`src/rtl/pong_pkg.sv`:
```
// Shared types and constants for the pong display path: default VGA geometry,
// colours and the power-on positions of the ball and paddles.
package pong_pkg;

  typedef logic [9:0] pos_t;

  localparam int H_VISIBLE_DEF = 640;
  localparam int H_FRONT_DEF   = 16;
  localparam int H_SYNC_DEF    = 96;
  localparam int H_BACK_DEF    = 48;
  localparam int H_TOTAL       = 800;

  localparam int V_VISIBLE_DEF = 480;
  localparam int V_FRONT_DEF   = 10;
  localparam int V_SYNC_DEF    = 2;
  localparam int V_BACK_DEF    = 33;
  localparam int V_TOTAL       = 525;

  localparam logic [11:0] COL_BLACK = 12'h000;
  localparam logic [11:0] COL_WHITE = 12'hFFF;
  localparam logic [11:0] COL_GREY  = 12'h888;

  localparam pos_t BALL_X_RST = 10'd320;
  localparam pos_t BALL_Y_RST = 10'd0;
  localparam pos_t PAD_Y_RST  = 10'd240;

endpackage

```
`src/rtl/vga_timing.sv`:
```
// Pixel-rate divider, h/v raster counters and registered sync/visible outputs,
// plus a strobe on the pixel tick that opens the first blanking line.
module vga_timing
  import pong_pkg::*;
#(
  parameter int CLK_DIV   = 2,
  parameter int H_VISIBLE = H_VISIBLE_DEF,
  parameter int H_FRONT   = H_FRONT_DEF,
  parameter int H_SYNC    = H_SYNC_DEF,
  parameter int H_BACK    = H_BACK_DEF,
  parameter int V_VISIBLE = V_VISIBLE_DEF,
  parameter int V_FRONT   = V_FRONT_DEF,
  parameter int V_SYNC    = V_SYNC_DEF,
  parameter int V_BACK    = V_BACK_DEF
) (
  input  logic clk,
  input  logic reset_n,
  output pos_t h_cnt,
  output pos_t v_cnt,
  output logic vis,
  output logic first_blank,
  output logic hsync_p1,
  output logic vsync_p1,
  output logic vld_p1,
  output pos_t pixel_x_p1,
  output pos_t pixel_y_p1
);

  localparam int HT    = H_VISIBLE + H_FRONT + H_SYNC + H_BACK;
  localparam int VT    = V_VISIBLE + V_FRONT + V_SYNC + V_BACK;
  localparam int HS_LO = H_VISIBLE + H_FRONT;
  localparam int HS_HI = HS_LO + H_SYNC - 1;
  localparam int VS_LO = V_VISIBLE + V_FRONT;
  localparam int VS_HI = VS_LO + V_SYNC - 1;
  localparam int DIV_W = (CLK_DIV > 1) ? $clog2(CLK_DIV) : 1;

  logic [DIV_W-1:0] div_p0;
  logic             tick;
  logic             hs_act;
  logic             vs_act;

  assign tick = (div_p0 == DIV_W'(CLK_DIV - 1));

  always_ff @(posedge clk) begin
    if (!reset_n) begin
      div_p0 <= '0;
      h_cnt  <= '0;
      v_cnt  <= '0;
    end else begin
      div_p0 <= tick ? '0 : div_p0 + 1'b1;
      if (tick) begin
        if (h_cnt == pos_t'(HT - 1)) begin
          h_cnt <= '0;
          v_cnt <= (v_cnt == pos_t'(VT - 1)) ? '0 : v_cnt + 1'b1;
        end else begin
          h_cnt <= h_cnt + 1'b1;
        end
      end
    end
  end

  assign hs_act      = (h_cnt >= pos_t'(HS_LO)) && (h_cnt <= pos_t'(HS_HI));
  assign vs_act      = (v_cnt >= pos_t'(VS_LO)) && (v_cnt <= pos_t'(VS_HI));
  assign vis         = (h_cnt < pos_t'(H_VISIBLE)) && (v_cnt < pos_t'(V_VISIBLE));
  assign first_blank = tick && (h_cnt == '0) && (v_cnt == pos_t'(V_VISIBLE));

  // p0 -> p1: every raster output registered from the same counter state
  always_ff @(posedge clk) begin
    if (!reset_n) begin
      hsync_p1   <= 1'b1;
      vsync_p1   <= 1'b1;
      vld_p1     <= 1'b0;
      pixel_x_p1 <= '0;
      pixel_y_p1 <= '0;
    end else begin
      hsync_p1   <= !hs_act;
      vsync_p1   <= !vs_act;
      vld_p1     <= vis;
      pixel_x_p1 <= h_cnt;
      pixel_y_p1 <= v_cnt;
    end
  end

endmodule

```
`src/rtl/pong_renderer.sv`:
```
// Pong display renderer: frame-locked snapshot of ball/paddle positions and a
// per-pixel colour mux (ball, paddles, dashed centre line) over VGA timing.
module pong_renderer
  import pong_pkg::*;
#(
  parameter int CLK_DIV     = 2,
  parameter int H_VISIBLE   = H_VISIBLE_DEF,
  parameter int H_FRONT     = H_FRONT_DEF,
  parameter int H_SYNC      = H_SYNC_DEF,
  parameter int H_BACK      = H_BACK_DEF,
  parameter int V_VISIBLE   = V_VISIBLE_DEF,
  parameter int V_FRONT     = V_FRONT_DEF,
  parameter int V_SYNC      = V_SYNC_DEF,
  parameter int V_BACK      = V_BACK_DEF,
  parameter int LEFT_PAD_X  = 100,
  parameter int RIGHT_PAD_X = 540,
  parameter int PAD_W       = 5,
  parameter int PAD_HALF    = 20,
  parameter int BALL_HALF   = 5
) (
  input  logic        clk,
  input  logic        reset_n,
  input  logic [9:0]  ball_x_pos,
  input  logic [9:0]  ball_y_pos,
  input  logic [9:0]  left_paddle_pos,
  input  logic [9:0]  right_paddle_pos,
  output logic        hsync,
  output logic        vsync,
  output logic        video_on,
  output logic [9:0]  pixel_x,
  output logic [9:0]  pixel_y,
  output logic [11:0] rgb,
  output logic        frame_start
);

  pos_t        h_cnt;
  pos_t        v_cnt;
  logic        vis;
  logic        first_blank;
  pos_t        ball_x_sh;
  pos_t        ball_y_sh;
  pos_t        lpad_sh;
  pos_t        rpad_sh;
  logic [10:0] col;
  logic [10:0] row;
  logic        ball_hit;
  logic        lpad_hit;
  logic        rpad_hit;
  logic        centre_hit;
  logic [11:0] colour;
  logic [11:0] rgb_p1;
  logic        frame_start_p1;

  // Lower bound that saturates at zero instead of wrapping
  function automatic logic [10:0] sub_clamp(input logic [10:0] a, input int b);
    logic [10:0] bw;
    bw = 11'(b);
    return (a >= bw) ? a - bw : 11'd0;
  endfunction

  function automatic logic pad_hit(input logic [10:0] c, input logic [10:0] r,
                                   input int pad_x, input pos_t pad_y);
    logic [10:0] yw;
    yw = {1'b0, pad_y};
    return (c >= 11'(pad_x)) && (c <= 11'(pad_x + PAD_W)) &&
           (r >= sub_clamp(yw, PAD_HALF)) && (r <= yw + 11'(PAD_HALF));
  endfunction

  vga_timing #(
    .CLK_DIV   (CLK_DIV),
    .H_VISIBLE (H_VISIBLE),
    .H_FRONT   (H_FRONT),
    .H_SYNC    (H_SYNC),
    .H_BACK    (H_BACK),
    .V_VISIBLE (V_VISIBLE),
    .V_FRONT   (V_FRONT),
    .V_SYNC    (V_SYNC),
    .V_BACK    (V_BACK)
  ) u_timing (
    .clk         (clk),
    .reset_n     (reset_n),
    .h_cnt       (h_cnt),
    .v_cnt       (v_cnt),
    .vis         (vis),
    .first_blank (first_blank),
    .hsync_p1    (hsync),
    .vsync_p1    (vsync),
    .vld_p1      (video_on),
    .pixel_x_p1  (pixel_x),
    .pixel_y_p1  (pixel_y)
  );

  // Shadows only move during blanking, so a frame never mixes two positions
  always_ff @(posedge clk) begin
    if (!reset_n) begin
      ball_x_sh <= BALL_X_RST;
      ball_y_sh <= BALL_Y_RST;
      lpad_sh   <= PAD_Y_RST;
      rpad_sh   <= PAD_Y_RST;
    end else if (first_blank) begin
      ball_x_sh <= ball_x_pos;
      ball_y_sh <= ball_y_pos;
      lpad_sh   <= left_paddle_pos;
      rpad_sh   <= right_paddle_pos;
    end
  end

  assign col = {1'b0, h_cnt};
  assign row = {1'b0, v_cnt};

  assign ball_hit = (col >= sub_clamp({1'b0, ball_x_sh}, BALL_HALF)) &&
                    (col <= {1'b0, ball_x_sh} + 11'(BALL_HALF)) &&
                    (row >= sub_clamp({1'b0, ball_y_sh}, BALL_HALF)) &&
                    (row <= {1'b0, ball_y_sh} + 11'(BALL_HALF));
  assign lpad_hit   = pad_hit(col, row, LEFT_PAD_X, lpad_sh);
  assign rpad_hit   = pad_hit(col, row, RIGHT_PAD_X, rpad_sh);
  assign centre_hit = ((col == 11'(H_VISIBLE / 2 - 1)) || (col == 11'(H_VISIBLE / 2))) &&
                      !v_cnt[3];

  always_comb begin
    colour = COL_BLACK;
    if (!vis)                      colour = COL_BLACK;
    else if (ball_hit)             colour = COL_WHITE;
    else if (lpad_hit || rpad_hit) colour = COL_WHITE;
    else if (centre_hit)           colour = COL_GREY;
  end

  // p0 -> p1: colour and snapshot strobe aligned with the raster outputs
  always_ff @(posedge clk) begin
    if (!reset_n) begin
      rgb_p1         <= COL_BLACK;
      frame_start_p1 <= 1'b0;
    end else begin
      rgb_p1         <= colour;
      frame_start_p1 <= first_blank;
    end
  end

  assign rgb         = rgb_p1;
  assign frame_start = frame_start_p1;

endmodule
```
`config.mk`:
```
export PLATFORM = sky130hd
export DESIGN_NAME = pong_renderer
export DESIGN_NICKNAME = d
export VERILOG_FILES = /design/src/rtl/pong_pkg.sv /design/src/rtl/vga_timing.sv /design/src/rtl/pong_renderer.sv
export SDC_FILE = /design/constraint.sdc
export NUM_CORES = 1
export LEC_CHECK = 0
export CAP_MARGIN = 20
export CELL_PAD_IN_SITES_DETAIL_PLACEMENT = 1
export CELL_PAD_IN_SITES_GLOBAL_PLACEMENT = 2
export CORE_MARGIN = 3
export CORE_UTILIZATION = 30
export DETAILED_ROUTE_END_ITERATION = 10
export PLACE_DENSITY_LB_ADDON = 0.1
export SETUP_SLACK_MARGIN = 0.05
export SLEW_MARGIN = 20
export SYNTH_ARGS = -nofsm -noshare
export SYNTH_HDL_FRONTEND = slang
export SYNTH_SLANG_ARGS = --single-unit
```
`constraint.sdc`:
```
create_clock -name clk -period 2.65 [get_ports clk]
set_input_delay 0.795 -clock clk [delete_from_list [all_inputs] [get_ports clk]]
set_output_delay 0.795 -clock clk [all_outputs]
set_load 0.01 [all_outputs]
```
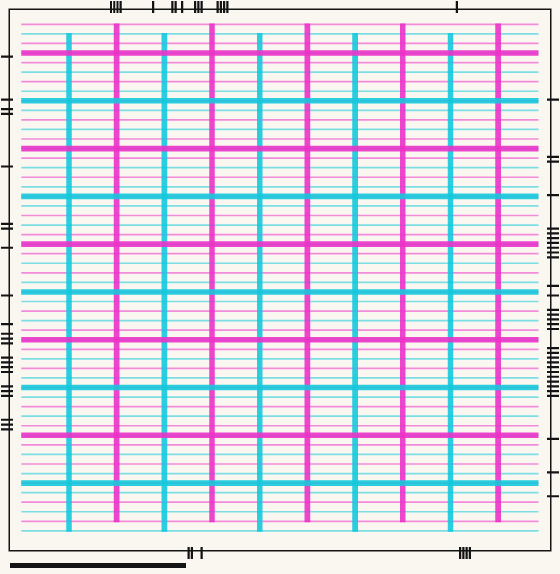
**Above:** PDN straps and rails.
Scale bar: 50 um. Pins as bars on the die edge.
Key: VDD = magenta; VSS = cyan
The core has 53 rows. 54 met1 rails follow the rows. 78 signal pins sit on the boundary.
Placeable Area: 21,200 um^2
Max rail drop VDD: 0.268 mV
width of the die: 154 um

==> impl_results.rst <==
Run summary
-----------

.. list-table::
   :header-rows: 1

   * - Metric
     - Value
   * - Status
     - complete, no violations
   * - Post-synthesis cell type with the largest instance count
     - sky130_fd_sc_hd__nand2_1
   * - Power consumed by combinational cells
     - about 0.14 mW
   * - Post-synthesis chip area from yosys
     - 6540 um^2
   * - Tmin final
     - approximately 2.6 ns
   * - Share of total power in the clock network
     - a little under half
   * - Final Max-Slew Violation Tally
     - 0
   * - Met2 usage
     - 32.3%
   * - Switching power
     - ~0.66 mW
   * - Area share, top type
     - a little over a quarter
   * - Yosys Instances
     - around 830
   * - Biggest area contributors in the synthesized netlist
     - sky130_fd_sc_hd__dfxtp_1, sky130_fd_sc_hd__ha_1, sky130_fd_sc_hd__nand2_1
   * - Final setup slack of the worst path
     - approximately 0.077 ns
   * - Int Power
     - 2.16 mW
   * - Worst slack after detailed placement
     - -0.198 ns
   * - Flip-flop and latch count after synthesis
     - just under 90
   * - Layer carrying the most global-route usage
     - met2
   * - Achievable Freq
     - 389 MHz
   * - Path depth of the worst reg2reg path
     - 11
   * - Largest delay share family, worst path
     - simple AND/OR/NAND/NOR gates
   * - Global-route wire length before repair
     - between 30,000 and 40,000 um
   * - Summed area of non-filler cells in the final layout
     - about 8800 um^2
   * - Maximum single-stage delay on the critical path
     - ~0.54 ns
   * - Worst min-delay path category
     - flip-flop to flip-flop
   * - CTS tree
     - done
   * - Routability-driven placement congestion ratio
     - a little over 0.8
   * - Via count of the first global-routing pass
     - ~6,700
   * - Number of synthesis warnings
     - 0
   * - Sw Share
     - 23.3%
   * - Sequential fraction of the synthesis area
     - between 20% and 30%
   * - Remaining antenna violation count
     - 0
   * - Met2 wire length
     - 10,500 um
   * - DR top layer
     - met4
   * - Net count entering floorplan
     - 974
   * - Number of DRC violations after detailed-routing iteration 0
     - between 150 and 200
   * - Clock group power
     - around 1.4 mW
   * - Starting density of the core
     - 30.8%
   * - Leading power group
     - clock
   * - Number of endpoints failing setup at the final stage
     - 0
   * - Cell count after synthesis
     - ~830
   * - Clk Tree Root Cell
     - sky130_fd_sc_hd__clkbuf_16
   * - Worst R2R Setup Slack
     - around 0.077 ns
   * - Power density over the cells
     - between 300 and 400 nW/um^2
   * - Detailed placement HPWL
     - around 17,000 um
   * - Worst Path Max Fanout
     - 4
   * - H-tree levels
     - 3
   * - Router iterations before antenna repair
     - 4
   * - Detail-routed via count per cell
     - ~5.0
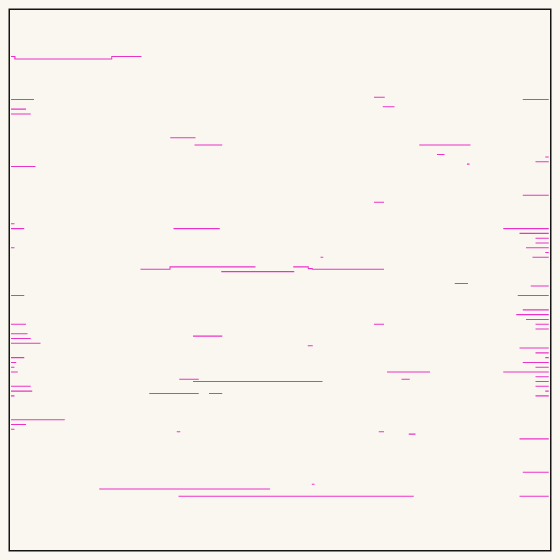
**Above:** metal 3.
The longest straight run is 66.7 um. The layer holds 2.9% of the routed length.
global routing met3 resource utilization: 2.20%
count of vias placed by the detailed router: 6,282
drt total wl: 21,900 um

-- cell type report --
cell class | instances | area [um^2]
clock buffer | 10 | 239
clock inverter | 6 | 67.6
fill | 2550 | 12400
inverter | 29 | 114
multi-input combinational | 659 | 4690
sequential | 87 | 1760
tap | 275 | 344
timing repair buffer | 182 | 1620
-- kinds of logic (layout without fill, tap and decap cells) --
group / count (synthesis) / count (layout) / synth area share (%)
AND/OR/NAND/NOR: 347 / 347 / 25.5
AND-OR/OR-AND: 141 / 141 / 13.2
adder cells (fa/ha/maj): 98 / 98 / 18.7
buffers and inverters: 88 / 227 / 6.14
flip-flops: 87 / 87 / 26.6
XOR/XNOR: 69 / 69 / 9.24
multiplexers: 4 / 4 / 0.612
Power and IR drop assume default switching activity.
